[src/rtl/sevenseg_readback_if.sv]
//------------------------------------------------------------------------------
// sevenseg_readback_if : sampled display bus in, decoded frame and status out
// Rev 1.0
//------------------------------------------------------------------------------
`default_nettype none

interface sevenseg_readback_if;
    logic       sample_en;
    logic [7:0] anodes;
    logic [6:0] cathodes;
    logic       clear_err;
    logic [3:0] digit0;
    logic [3:0] digit1;
    logic [3:0] digit2;
    logic [3:0] digit3;
    logic       frame_valid;
    logic       anode_err;
    logic       stalled;

    modport master (
        output sample_en, anodes, cathodes, clear_err,
        input  digit0, digit1, digit2, digit3, frame_valid, anode_err, stalled
    );

    modport slave (
        input  sample_en, anodes, cathodes, clear_err,
        output digit0, digit1, digit2, digit3, frame_valid, anode_err, stalled
    );
endinterface

`default_nettype wire

[src/rtl/sevenseg_readback.sv]
//------------------------------------------------------------------------------
// sevenseg_readback : filters a multiplexed 7-seg bus and rebuilds 4-digit frames
// Rev 1.0
//------------------------------------------------------------------------------
`default_nettype none

module sevenseg_readback #(
    parameter int STABLE_SAMPLES  = 4,
    parameter int TIMEOUT_SAMPLES = 1024
) (
    input  logic               clk,
    input  logic               reset,
    sevenseg_readback_if.slave bus
);

    localparam int              TW          = $clog2(TIMEOUT_SAMPLES + 1);
    localparam logic [3:0]      STABLE_MAX  = 4'(STABLE_SAMPLES);
    localparam logic [3:0]      STABLE_PRE  = 4'(STABLE_SAMPLES - 1);
    localparam logic [TW-1:0]   TIMEOUT_MAX = TW'(TIMEOUT_SAMPLES);

    function automatic logic [3:0] seg_decode(input logic [6:0] seg);
        logic [3:0] code;
        case (seg)
            7'h40:   code = 4'h0;
            7'h79:   code = 4'h1;
            7'h24:   code = 4'h2;
            7'h30:   code = 4'h3;
            7'h19:   code = 4'h4;
            7'h12:   code = 4'h5;
            7'h02:   code = 4'h6;
            7'h78:   code = 4'h7;
            7'h00:   code = 4'h8;
            7'h10:   code = 4'h9;
            7'h7F:   code = 4'hF;
            default: code = 4'hE;
        endcase
        return code;
    endfunction

    logic [14:0]   sample_q;
    logic [3:0]    stable_cnt;
    logic [3:0]    seen;
    logic [3:0]    shadow [4];
    logic [3:0]    digits [4];
    logic [TW-1:0] timeout_cnt;
    logic          stalled_q;
    logic          err_q;
    logic          frame_valid_q;

    logic [14:0]   sample_now;
    logic          is_idle;
    logic          one_low;
    logic          is_legal;
    logic          is_fault;
    logic          same_sample;
    logic [1:0]    active_idx;
    logic [3:0]    code_now;
    logic [3:0]    stable_next;
    logic [3:0]    seen_next;
    logic          capture;
    logic          frame_done;
    logic [TW-1:0] timeout_next;

    always_comb begin
        sample_now  = {bus.anodes, bus.cathodes};
        is_idle     = (bus.anodes == 8'hFF);
        active_idx  = 2'd0;
        one_low     = 1'b1;
        case (bus.anodes[3:0])
            4'hE:    active_idx = 2'd0;
            4'hD:    active_idx = 2'd1;
            4'hB:    active_idx = 2'd2;
            4'h7:    active_idx = 2'd3;
            default: one_low    = 1'b0;
        endcase
        is_legal    = one_low && (bus.anodes[7:4] == 4'hF);
        is_fault    = !is_idle && !is_legal;
        same_sample = (sample_now == sample_q);

        // Idle and faulted ticks both break the dwell, so the next legal run restarts at 1
        if (!is_legal) begin
            stable_next = 4'd0;
        end else if (!same_sample) begin
            stable_next = 4'd1;
        end else if (stable_cnt == STABLE_MAX) begin
            stable_next = stable_cnt;
        end else begin
            stable_next = stable_cnt + 4'd1;
        end

        capture    = bus.sample_en && is_legal && same_sample && (stable_cnt == STABLE_PRE);
        code_now   = seg_decode(bus.cathodes);
        seen_next  = seen | (4'b0001 << active_idx);
        frame_done = capture && (seen_next == 4'hF);

        if (capture) begin
            timeout_next = '0;
        end else if (timeout_cnt == TIMEOUT_MAX) begin
            timeout_next = timeout_cnt;
        end else begin
            timeout_next = timeout_cnt + 1'b1;
        end
    end

    always_ff @(posedge clk or posedge reset) begin
        if (reset) begin
            sample_q      <= 15'h7FFF;
            stable_cnt    <= 4'd0;
            seen          <= 4'd0;
            timeout_cnt   <= '0;
            stalled_q     <= 1'b0;
            err_q         <= 1'b0;
            frame_valid_q <= 1'b0;
            for (int i = 0; i < 4; i++) begin
                shadow[i] <= 4'hF;
                digits[i] <= 4'hF;
            end
        end else begin
            frame_valid_q <= frame_done;
            if (bus.sample_en) begin
                if (!is_fault) begin
                    sample_q <= sample_now;
                end
                stable_cnt  <= stable_next;
                timeout_cnt <= timeout_next;
                stalled_q   <= (timeout_next == TIMEOUT_MAX);
                if (is_fault) begin
                    err_q <= 1'b1;
                end else if (bus.clear_err) begin
                    err_q <= 1'b0;
                end
                if (capture) begin
                    shadow[active_idx] <= code_now;
                    seen               <= frame_done ? 4'h0 : seen_next;
                end
                // Completing digit comes straight from the decoder so all four load together
                if (frame_done) begin
                    for (int i = 0; i < 4; i++) begin
                        digits[i] <= (2'(i) == active_idx) ? code_now : shadow[i];
                    end
                end
            end
        end
    end

    assign bus.digit0      = digits[0];
    assign bus.digit1      = digits[1];
    assign bus.digit2      = digits[2];
    assign bus.digit3      = digits[3];
    assign bus.frame_valid = frame_valid_q;
    assign bus.anode_err   = err_q;
    assign bus.stalled     = stalled_q;

endmodule

`default_nettype wire

[src/flat_wrapper.sv]
// flat-port wrapper written by rule: the top's interface ports become plain ports
module sevenseg_readback_flat 
#(
    parameter int STABLE_SAMPLES  = 4,
    parameter int TIMEOUT_SAMPLES = 1024
)
  (clk, reset, bus_sample_en, bus_anodes, bus_cathodes, bus_clear_err, bus_digit0, bus_digit1, bus_digit2, bus_digit3, bus_frame_valid, bus_anode_err, bus_stalled);
  sevenseg_readback_if bus_i ();
  input  logic clk;
  input  logic reset;
  input wire logic [$bits(bus_i.sample_en)-1:0] bus_sample_en;
  input wire logic [$bits(bus_i.anodes)-1:0] bus_anodes;
  input wire logic [$bits(bus_i.cathodes)-1:0] bus_cathodes;
  input wire logic [$bits(bus_i.clear_err)-1:0] bus_clear_err;
  output wire logic [$bits(bus_i.digit0)-1:0] bus_digit0;
  output wire logic [$bits(bus_i.digit1)-1:0] bus_digit1;
  output wire logic [$bits(bus_i.digit2)-1:0] bus_digit2;
  output wire logic [$bits(bus_i.digit3)-1:0] bus_digit3;
  output wire logic [$bits(bus_i.frame_valid)-1:0] bus_frame_valid;
  output wire logic [$bits(bus_i.anode_err)-1:0] bus_anode_err;
  output wire logic [$bits(bus_i.stalled)-1:0] bus_stalled;
  assign bus_i.sample_en = bus_sample_en;
  assign bus_i.anodes = bus_anodes;
  assign bus_i.cathodes = bus_cathodes;
  assign bus_i.clear_err = bus_clear_err;
  assign bus_digit0 = bus_i.digit0;
  assign bus_digit1 = bus_i.digit1;
  assign bus_digit2 = bus_i.digit2;
  assign bus_digit3 = bus_i.digit3;
  assign bus_frame_valid = bus_i.frame_valid;
  assign bus_anode_err = bus_i.anode_err;
  assign bus_stalled = bus_i.stalled;
  sevenseg_readback #(.STABLE_SAMPLES(STABLE_SAMPLES), .TIMEOUT_SAMPLES(TIMEOUT_SAMPLES)) u_core (.clk(clk), .reset(reset), .bus(bus_i));
endmodule
[config.mk]
export PLATFORM = sky130hd
export DESIGN_NAME = sevenseg_readback_flat
export DESIGN_NICKNAME = d
export VERILOG_FILES = /design/src/rtl/sevenseg_readback_if.sv /design/src/rtl/sevenseg_readback.sv /design/src/flat_wrapper.sv
export SDC_FILE = /design/constraint.sdc
export NUM_CORES = 1
export LEC_CHECK = 0
export ABC_AREA = 1
export CAP_MARGIN = 40
export CORE_MARGIN = 2
export CORE_UTILIZATION = 41
export DETAILED_ROUTE_END_ITERATION = 7
export PLACE_DENSITY_LB_ADDON = 0.08
export SYNTH_ARGS = -nofsm -noshare
export SYNTH_HDL_FRONTEND = slang
export SYNTH_SLANG_ARGS = --single-unit
[constraint.sdc]
create_clock -name clk -period 1.8 [get_ports clk]
set_input_delay 0.18 -clock clk [delete_from_list [all_inputs] [get_ports clk]]
set_output_delay 0.18 -clock clk [all_outputs]
set_load 0.02 [all_outputs]
==> images/m2.png <==
Cells faint in the background.
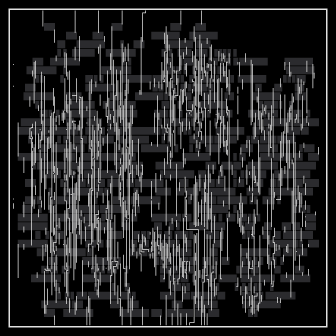
nets with wire on the layer: 467
wire length on this layer: 4460 um
via count: 3304
Routed WL: 8944 um
met2 Use GR: 32.48%

==> images/m1.png <==
Bar = 20 um. Cells faint in the background.
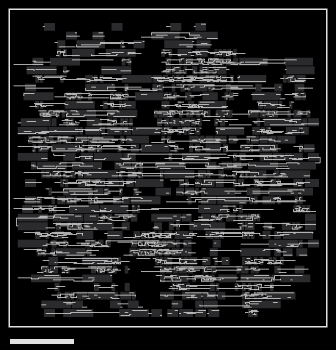
share of all routed wire: 46%
nets with wire on the layer: 537
longest straight run: 30.8 um
main direction: horizontal
wire length on this layer: 4140 um

==> images/placed.png <==
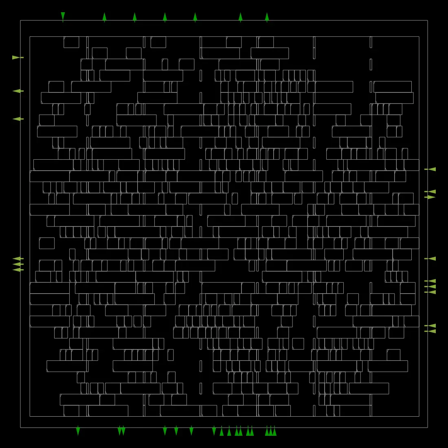
Seq/total area: 35.94%
tap cells: 108
cell row count: 34
sequential cell count: 69
Final Instance Count excl. Fillers: 675

==> job_summary.md <==
### Flow metrics

| Metric | Value |
|---|---|
| Placed Instance Area | 0.004556 mm^2 |
| Hpwl dp | 6479 um |
| Logic area | approximately 0.0018 mm^2 |
| Max layer used | met4 |
| GPL Wtd Cong | roughly 0.9 |
| Simple-Gate Area Share | about 28% |
| Clk latency late pin | 340 ps |
| Registers, synthesis | 69 |
| Outcome | finished with violations |
| Comb area leader | simple AND/OR/NAND/NOR gates |
| Worst path cell trace | xnor2_2 -> nand2_1 -> nor2_1 -> nand2_1 -> nor2_4 -> nand2_4 -> nor2_4 -> buf_4 -> buf_6 -> o21ai_2 -> o21ai_1 |
| Hold Vio Cnt, Final | 0 |
| Pwr Density | around 790 mW/mm^2 |
| Grt met1 use | 25.09% |
| Top cell category | combinational gates |
| P&R area growth vs syn | 33.88% |
| Final worst slack | -33.06 ps |
| Inverters | roughly 51 |
| Final antenna-violating net count | 0 |
| Initial antenna violation count | 0 |
| Comb pwr share | between 10% and 20% |
| Synth Instances | 467 |
| Die ar. | 0.009829 mm^2 |
| Fraction of layout cells with a size suffix above 1 | between 20% and 30% |
| Ys Warns | 0 |
| Syn Nets | 490 |
| Main area contributors | dfstp_2 (33%), dfrtp_1 (15%), nand2_1 (14%) |
| Crit path max-delay family | simple AND/OR/NAND/NOR gates |
| Registers with the most flip-flops | u_core.shadow: 16 flops, u_core.sample_q: 15 flops, u_core.timeout_cnt: 11 flops |
| Fmax | ~0.55 GHz |
| Metal-1 WL | between 4000 and 5000 um |
| TritonCTS buffer count | 9 |
| Tool Warnings | 29 |
| Die W | ~99 um |
| CORE AREA | 0.008763 mm^2 |
| Tcrit/Tclk final | 101.8% |
| Pre-antenna DRT Iters | 4 |
| Number of library cell types mapped by synthesis | 35 |
| Final setup violating endpoints | 11 |
| Relative slew slack | between 70% and 80% |
| Synthesized area per cell | between 7 and 8 um^2 |
| Failing checks | negative setup slack |
| Worst Path Arrival | 2100 ps |
Power figures rest on the tool's default switching activity, not on a simulated workload.
